`src/rtl/uart_tx_arbiter_pkg.sv`:
```
// Shared types and defaults for the UART TX arbiter.
// Fixed-priority build: define UART_TX_ARB_FIXED_PRIO_EN.
package uart_tx_arbiter_pkg;

    typedef enum logic [1:0] {
        IDLE       = 2'd0,
        LAUNCH     = 2'd1,
        WAIT_START = 2'd2,
        WAIT_END   = 2'd3
    } arb_state_t;

    localparam int DEF_NUM_REQ      = 4;
    localparam int DEF_WIDTH        = 8;
    localparam int DEF_BUSY_TIMEOUT = 15;

    function automatic int unsigned wrap_inc(
        input int unsigned v,
        input int unsigned n
    );
        return (v + 1 >= n) ? 0 : v + 1;
    endfunction

endpackage

```
`src/rtl/uart_tx_arbiter_picker.sv`:
```
// First set request at or above the pointer, wrapping around.
// UART_TX_ARB_FIXED_PRIO_EN: scan always starts at index 0.
module rr_priority_picker #(
    parameter int N  = 4,
    parameter int IW = 2
) (
    input  logic [N-1:0]  req,
    input  logic [IW-1:0] ptr,
    output logic [IW-1:0] idx,
    output logic          valid
);

    int base;

`ifdef UART_TX_ARB_FIXED_PRIO_EN
    always_comb base = 0;
`else
    always_comb base = int'(ptr);
`endif

    always_comb begin
        idx   = '0;
        valid = 1'b0;
        for (int i = 0; i < N; i++) begin
            int j;
            j = base + i;
            if (j >= N) j = j - N;
            if (!valid && req[j]) begin
                valid = 1'b1;
                idx   = IW'(j);
            end
        end
    end

endmodule

```
`src/rtl/uart_tx_arbiter.sv`:
```
// Shares one UART transmitter among NUM_REQ byte requesters.
// Fixed-priority build: define UART_TX_ARB_FIXED_PRIO_EN.
module uart_tx_arbiter
    import uart_tx_arbiter_pkg::*;
#(
    parameter int NUM_REQ      = DEF_NUM_REQ,
    parameter int WIDTH        = DEF_WIDTH,
    parameter int BUSY_TIMEOUT = DEF_BUSY_TIMEOUT,
    localparam int IW          = $clog2(NUM_REQ),
    localparam int CW          = $clog2(BUSY_TIMEOUT + 1)
) (
    input  logic                     CLK,
    input  logic                     RST,
    input  logic [NUM_REQ-1:0]       req,
    input  logic [NUM_REQ*WIDTH-1:0] req_data,
    input  logic [NUM_REQ-1:0]       req_par_en,
    input  logic [NUM_REQ-1:0]       req_par_type,
    output logic [NUM_REQ-1:0]       ack,
    input  logic                     tx_busy,
    output logic                     tx_data_valid,
    output logic [WIDTH-1:0]         tx_p_data,
    output logic                     tx_parity_enable,
    output logic                     tx_parity_type,
    output logic [IW-1:0]            grant_id,
    output logic                     timeout_err
);

    arb_state_t    state, state_n;
    logic [IW-1:0] ptr;
    logic [IW-1:0] pick;
    logic          pick_valid;
    logic [CW-1:0] cnt;
    logic          grab;
    logic          done;

    rr_priority_picker #(
        .N  (NUM_REQ),
        .IW (IW)
    ) u_picker (
        .req   (req),
        .ptr   (ptr),
        .idx   (pick),
        .valid (pick_valid)
    );

    always_comb begin
        state_n       = state;
        tx_data_valid = 1'b0;
        ack           = '0;
        timeout_err   = 1'b0;
        grab          = 1'b0;
        done          = 1'b0;
        unique case (state)
            IDLE: begin
                // A busy UART here means a frame we did not launch.
                if (pick_valid && !tx_busy) begin
                    grab    = 1'b1;
                    state_n = LAUNCH;
                end
            end
            LAUNCH: begin
                tx_data_valid = 1'b1;
                state_n       = WAIT_START;
            end
            WAIT_START: begin
                if (tx_busy) begin
                    ack[grant_id] = 1'b1;
                    state_n       = WAIT_END;
                end else if (cnt == CW'(BUSY_TIMEOUT - 1)) begin
                    timeout_err = 1'b1;
                    state_n     = IDLE;
                end
            end
            WAIT_END: begin
                if (!tx_busy) begin
                    done    = 1'b1;
                    state_n = IDLE;
                end
            end
            default: state_n = IDLE;
        endcase
    end

    always_ff @(posedge CLK) begin
        if (RST) begin
            state            <= IDLE;
            cnt              <= '0;
            tx_p_data        <= '0;
            tx_parity_enable <= 1'b0;
            tx_parity_type   <= 1'b0;
            grant_id         <= '0;
        end else begin
            state <= state_n;
            if (grab) begin
                tx_p_data        <= req_data[pick*WIDTH +: WIDTH];
                tx_parity_enable <= req_par_en[pick];
                tx_parity_type   <= req_par_type[pick];
                grant_id         <= pick;
            end
            if (state == LAUNCH) begin
                cnt <= '0;
            end else if (state == WAIT_START && !tx_busy) begin
                cnt <= cnt + 1'b1;
            end
        end
    end

`ifdef UART_TX_ARB_FIXED_PRIO_EN
    assign ptr = '0;
`else
    // Only a completed frame moves the pointer; a timeout retries w.
    always_ff @(posedge CLK) begin
        if (RST) begin
            ptr <= '0;
        end else if (done) begin
            ptr <= IW'(wrap_inc(32'(grant_id), NUM_REQ));
        end
    end
`endif

endmodule
```
`config.mk`:
```
export PLATFORM = sky130hd
export DESIGN_NAME = uart_tx_arbiter
export DESIGN_NICKNAME = d
export VERILOG_FILES = /design/src/rtl/uart_tx_arbiter_pkg.sv /design/src/rtl/uart_tx_arbiter_picker.sv /design/src/rtl/uart_tx_arbiter.sv
export SDC_FILE = /design/constraint.sdc
export NUM_CORES = 1
export LEC_CHECK = 0
export ABC_CLOCK_PERIOD_IN_PS = 2680
export CAP_MARGIN = 20
export CORE_UTILIZATION = 42
export DETAILED_ROUTE_END_ITERATION = 16
export GPL_TIMING_DRIVEN = 0
export PLACE_DENSITY = 0.78
export SKIP_LAST_GASP = 1
export SYNTH_ARGS = -nofsm -noshare
export SYNTH_HDL_FRONTEND = slang
export SYNTH_SLANG_ARGS = --single-unit
```
`constraint.sdc`:
```
create_clock -name CLK -period 2.68 [get_ports CLK]
set_clock_uncertainty 0.15 [all_clocks]
set_input_delay 0.804 -clock CLK [delete_from_list [all_inputs] [get_ports CLK]]
set_output_delay 0.804 -clock CLK [all_outputs]
set_load 0.1 [all_outputs]
```
Run 1, port wiring:
Drawn at 6 px/um.
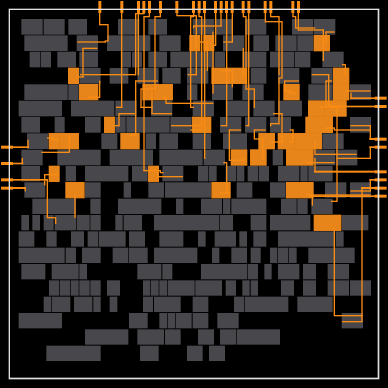
legend:
  orange:
    port: req_data
    bits: 32
    direction: input
    edge: 20 north, 8 east, 4 west
    end_cells: 32
    buffers: 32
    wire: 662 um

Run 1, clock network drawn from the DEF:
Drawn at 8 px/um.
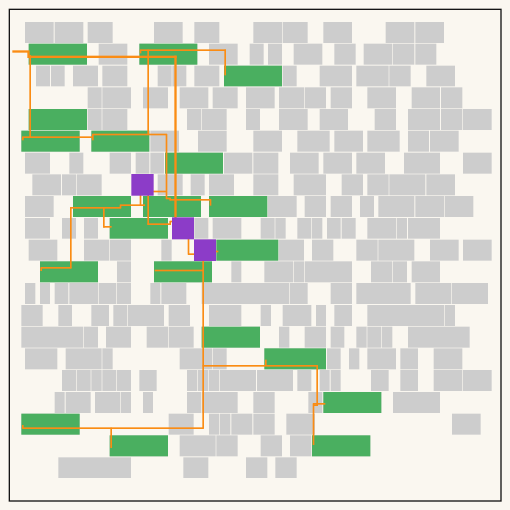
legend:
  orange:
    item: clock wires
    length: 236 um
  purple:
    item: cells driving clock nets
    count: 3
  green:
    item: flip-flops
    count: 20
routed clock nets: 4

==> flow_summary.ini, run 1 <==
; implementation run metrics
[run_status]
status = complete, no violations

[die]
rows = 21
chip_area_um2 = 3760
ios = 65
design.core.area_um2 = 3360

[logic_synthesis]
syn_area_um2 = 1480
common_cells = nand3_1, dfxtp_1, o211ai_1
postSynthSeqShare_pct = 27.1
synth_top_cell_by_count = nand3_1
simple_gate_share_pct = 29.0
synth-async-reset-ratio_pct = 0
synthMuxAreaShare_pct = 9.41
top_logic_kind = simple AND/OR/NAND/NOR gates
ys_sh_xor_pct = 0
fp_nets = 226

[power_and_ir_drop]
power_leader = combinational cells
total_power_mw = 0.971
combPwrFrac_pct = 40.4

[route]
detail-route-antenna-nets = 0
vias = 1571
wirelength_um = 4290
wl_per_cell_um = 15.0
drc = 0
first_iter_violations = 57
wl_met1_um = 2080

[clock_tree]
cts_hold_buf = 0
tritoncts = done
clk_path_buf_depth = 2

[setup_path]
cp.required_ns = 2.78
crit_buf_inv = 4
timing.critical_path.mode_cell = buf_4
cp_slowest_stage_delay_ns = 0.56
crit_slowest_cell = clkdlybuf4s50_1
startpoint_type = primary input
worstReg2RegEnd = tx_p_data[7]

[timing]
slew_violations = 0
fin_ws_ns = 0.0622
hold_slack_ns = 0.324

[layout]
drive_gt1_share_pct = 17.8
inverters = 8
n_clock_buffer = 3
regArea_um2 = 403
utilization_pct = 67.6
top_register = tx_p_data
fin_cells = 287
syn_to_final_growth_pct = 54.0
comb_cells = 131
comb_share_pct = 44.6
diodes = 0

[global_routing]
grt_pass1_vias = 1352
grtUsageMet1_pct = 32.7
grt_max_degree = 18

[placed_design]
dp_worst_setup_slack_ns = -0.753
Run 1, cell classes on the final placement:
Drawn at 6 px/um. Fill, decap, tap and diode cells in grey.
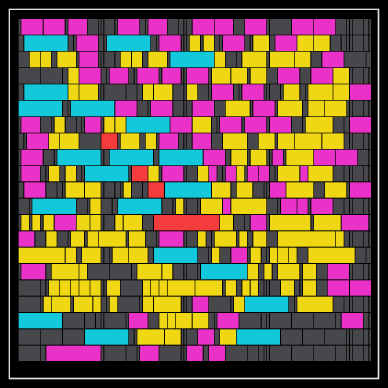
legend:
  cyan:
    class: flip-flops
    cells: 20
  magenta:
    class: other buffers and delay cells
    cells: 78
  yellow:
    class: all other logic
    cells: 139
  red:
    class: clock drivers and dummy loads
    cells: 4

Run 1, metal 2:
Drawn at 8 px/um.
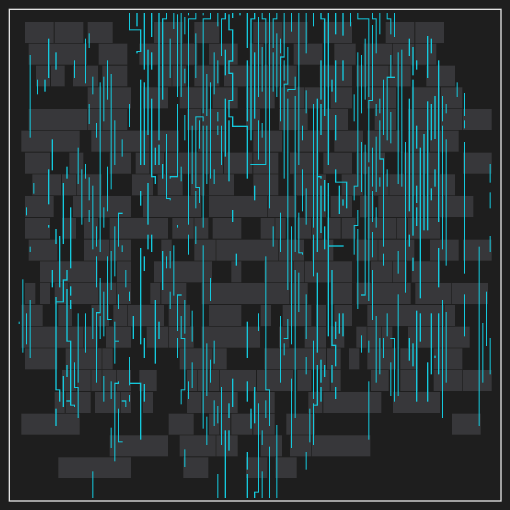
main direction: vertical
share of all routed wire: 48%
longest straight run: 25.7 um
wire length on this layer: 2080 um
nets with wire on the layer: 251

Run 1, the clock network:
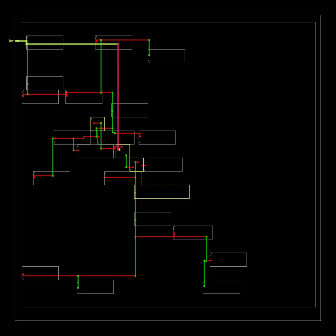

==> run 2, diff against run 1 <==
CORE_UTILIZATION = 35   (was 42)
PLACE_DENSITY = 0.67   (was 0.78)
REMOVE_ABC_BUFFERS = 1   (was unset)
SKIP_LAST_GASP = unset   (was 1)
Run 2, the clock network:
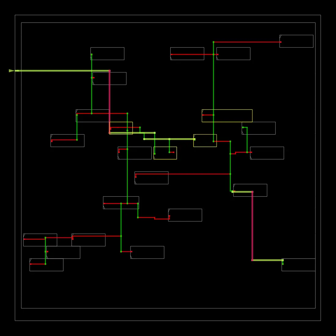
clock-net power: 0.313 mW
Inserted Clock Buffers: 3
worst-skew pair later-pin latency: 0.26 ns
Seq cells: 20
clk sink count: 20

Run 2, cell classes on the final placement:
Drawn at 6 px/um. Fill, decap, tap and diode cells in grey.
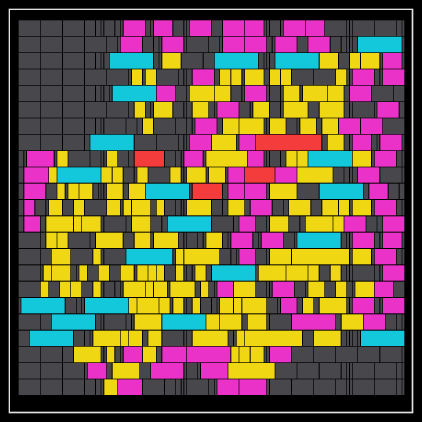
legend:
  magenta:
    class: other buffers and delay cells
    cells: 73
  red:
    class: clock drivers and dummy loads
    cells: 4
  cyan:
    class: flip-flops
    cells: 20
  yellow:
    class: all other logic
    cells: 142

==> flow_summary.ini, run 2 <==
; implementation run metrics
[route]
drc = 0
wl_met1_um = 2040
first_pass_iters = 4
vias = 1608
wl_per_cell_um = 15.1
wirelength_um = 4360
detail-route-antenna-nets = 0
met3_length_um = 289
first_iter_violations = 87

[logic_synthesis]
synth-async-reset-ratio_pct = 0
top_logic_kind = simple AND/OR/NAND/NOR gates
postSynthSeqShare_pct = 27.1
netlist.area_leader.share_pct = 27.1
postSynthCellCount = 173
ys_sh_xor_pct = 0
ys_seq_elements = 20
synthMuxAreaShare_pct = 9.41
common_cells = nand3_1, dfxtp_1, o211ai_1
simple_gate_share_pct = 29.0
syn_area_um2 = 1480
synth_top_cell_by_count = nand3_1

[layout]
fin_cells = 289
comb_share_pct = 45.3
diodes = 0
utilization_pct = 58.5
largest_class = combinational gates
top_register = tx_p_data
layout.cells.most_common_list = clkdlybuf4s50_1, nand3_1, dfxtp_1
regArea_um2 = 402
stdcell_area_um2 = 2360
comb_cells = 134
inverters = 8
drive_gt1_share_pct = 18.0
syn_to_final_growth_pct = 59.7
n_clock_buffer = 3

[power_and_ir_drop]
powerSeq_mw = 0.338
combPwrFrac_pct = 37.8
power_leader = combinational cells
p_leak_nw = 0.955
peakVddDrop_mv = 0.287
total_power_mw = 1.05
power_switching_mw = 0.386

[setup_path]
cp_slowest_stage_delay_ns = 0.19
worstReg2RegEnd = tx_p_data[1]
crit_slowest_cell = and2_1
worstSetupStartpoint = tx_busy
cp.required_ns = 1.73
endpoint = ack[0]
startpoint_type = primary input
crit_buf_inv = 2
reg2reg_from = state[0]
crit_fanout = 10

[clock_tree]
tritoncts = done
cts_hold_buf = 0
clk_path_buf_depth = 2

[timing]
hold_slack_ns = 0.313
post-route-period-util_pct = 96.2
rsz0062_at_grt = no
fin_ws_ns = 0.103
slew_violations = 0

[global_routing]
grt-ovfl-total = 0
grt_pass1_wl_um = 6730
grt_pass1_vias = 1475
grtUsageMet1_pct = 24.1
grt_max_degree = 24

[die]
design.core.area_um2 = 4030
ios = 65
chip_area_um2 = 4480
rows = 23

[placed_design]
dp_worst_setup_slack_ns = -1.33
placed_area_um2 = 2120

[run_status]
status = complete, no violations

[min_path]
hold_depth = 2
min_to = tx_p_data[5]

[run]
warnings = 29
maxCapViolCount = 0
Run 2, clock network drawn from the DEF:
Drawn at 8 px/um.
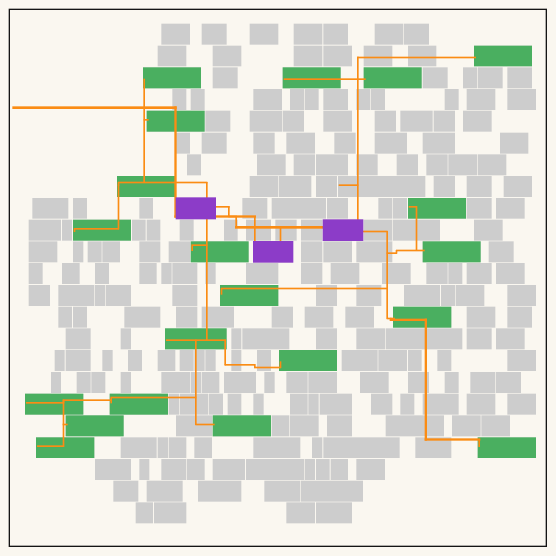
legend:
  orange:
    item: clock wires
    length: 319 um
  green:
    item: flip-flops
    count: 20
  purple:
    item: cells driving clock nets
    count: 3
flops lie: all over the die

Run 2, metal 2:
Drawn at 8 px/um.
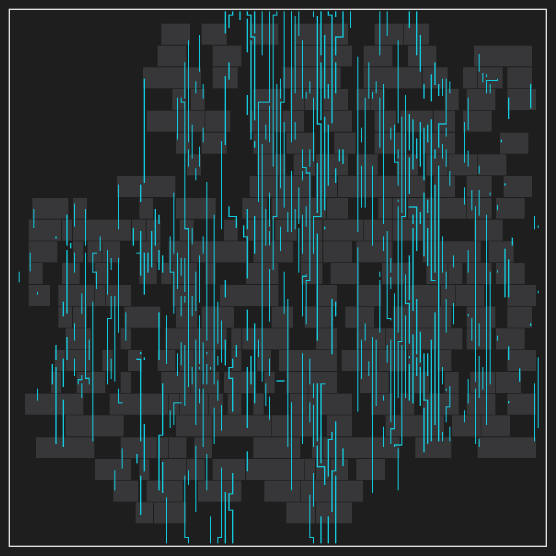

==> run 3, diff against run 2 <==
CORE_ASPECT_RATIO = 1.5   (was unset)
Run 3, metal 2:
Drawn at 6 px/um.
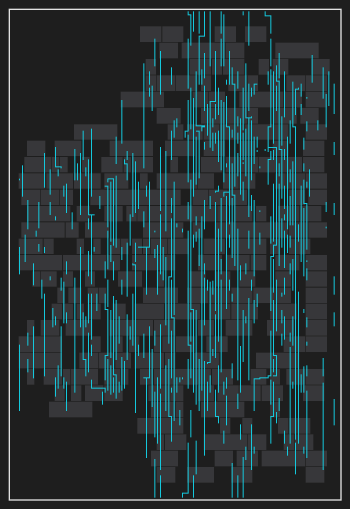
wire length on this layer: 2230 um
nets with wire on the layer: 255
main direction: vertical
longest straight run: 52.1 um

Run 3, the clock network:
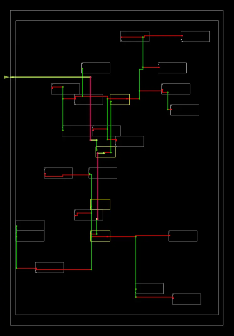
clock buffer count: 4
clock-net power: 0.236 mW

==> flow_summary.ini, run 3 <==
; implementation run metrics
[route]
wirelength_um = 4550
met2_length_um = 2230
detail-route-antenna-nets = 0
wl_per_cell_um = 15.9
drc = 0
wl_met1_um = 1840
met3_length_um = 407
first_iter_violations = 42

[power_and_ir_drop]
combPwrFrac_pct = 40.9
peakVddDrop_mv = 0.298
powerSeq_mw = 0.339

[layout]
comb_share_pct = 45.4
top_register = tx_p_data
drive_gt1_share_pct = 19.1
inverters = 8
syn_to_final_growth_pct = 60.3
regArea_um2 = 402
comb_cells = 134
fin_cells = 286
stdcell_area_um2 = 2370
largest_class = combinational gates
ff_count = 20

[global_routing]
grtUsageMet1_pct = 22.8
grt-ovfl-total = 0
grt-busiest-layer = met2
grt_pass1_wl_um = 6700
grt_antenna_before_repair = 0
grt_max_degree = 24

[clock_tree]
tritoncts = done
cts_hold_buf = 0
cts_buffers = 3
clkLatencyLatePin_ns = 0.26
clock-sinks = 20

[setup_path]
cp.required_ns = 2.67
worstReg2RegEnd = tx_p_data[0]
startpoint_type = primary input
reg2reg_from = ptr[1]
worstSetupStartpoint = req[1]
cp_slowest_stage_delay_ns = 0.56
crit_slowest_cell = clkdlybuf4s50_1
crit_fanout = 12
endpoint = tx_p_data[0]

[logic_synthesis]
synth-async-reset-ratio_pct = 0
postSynthSeqShare_pct = 27.1
synthDistinctLibCells = 36
netlist.area_leader.share_pct = 27.1
yosysWarningCount = 0
top_logic_kind = simple AND/OR/NAND/NOR gates
synthMuxAreaShare_pct = 9.41
syn_area_um2 = 1480
common_cells = nand3_1, dfxtp_1, o211ai_1
postSynthCellCount = 173
synth_top_cell_by_count = nand3_1

[run]
maxCapViolCount = 0
warnings = 30

[timing]
post-route-period-util_pct = 97.3
fin_ws_ns = 0.0724
rsz0062_at_grt = no
slew_violations = 0

[die]
design.core.area_um2 = 3990
rows = 28
chip_area_um2 = 4490

[placed_design]
dp_worst_setup_slack_ns = -1.29

[min_path]
hold_depth = 2
min_to = tx_p_data[6]

[run_status]
status = complete, no violations
Run 3, clock network drawn from the DEF:
Drawn at 6 px/um.
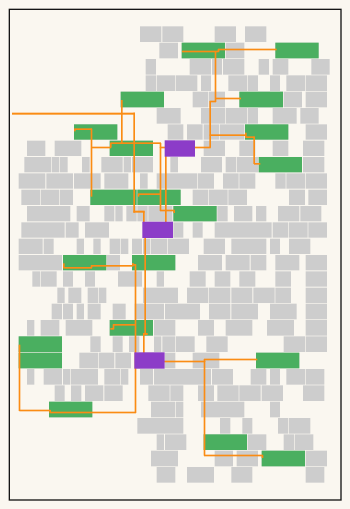
legend:
  purple:
    item: cells driving clock nets
    count: 3
  orange:
    item: clock wires
    length: 310 um
  green:
    item: flip-flops
    count: 20
routed clock nets: 4
flops lie: all over the die

Power and IR drop assume default switching activity.
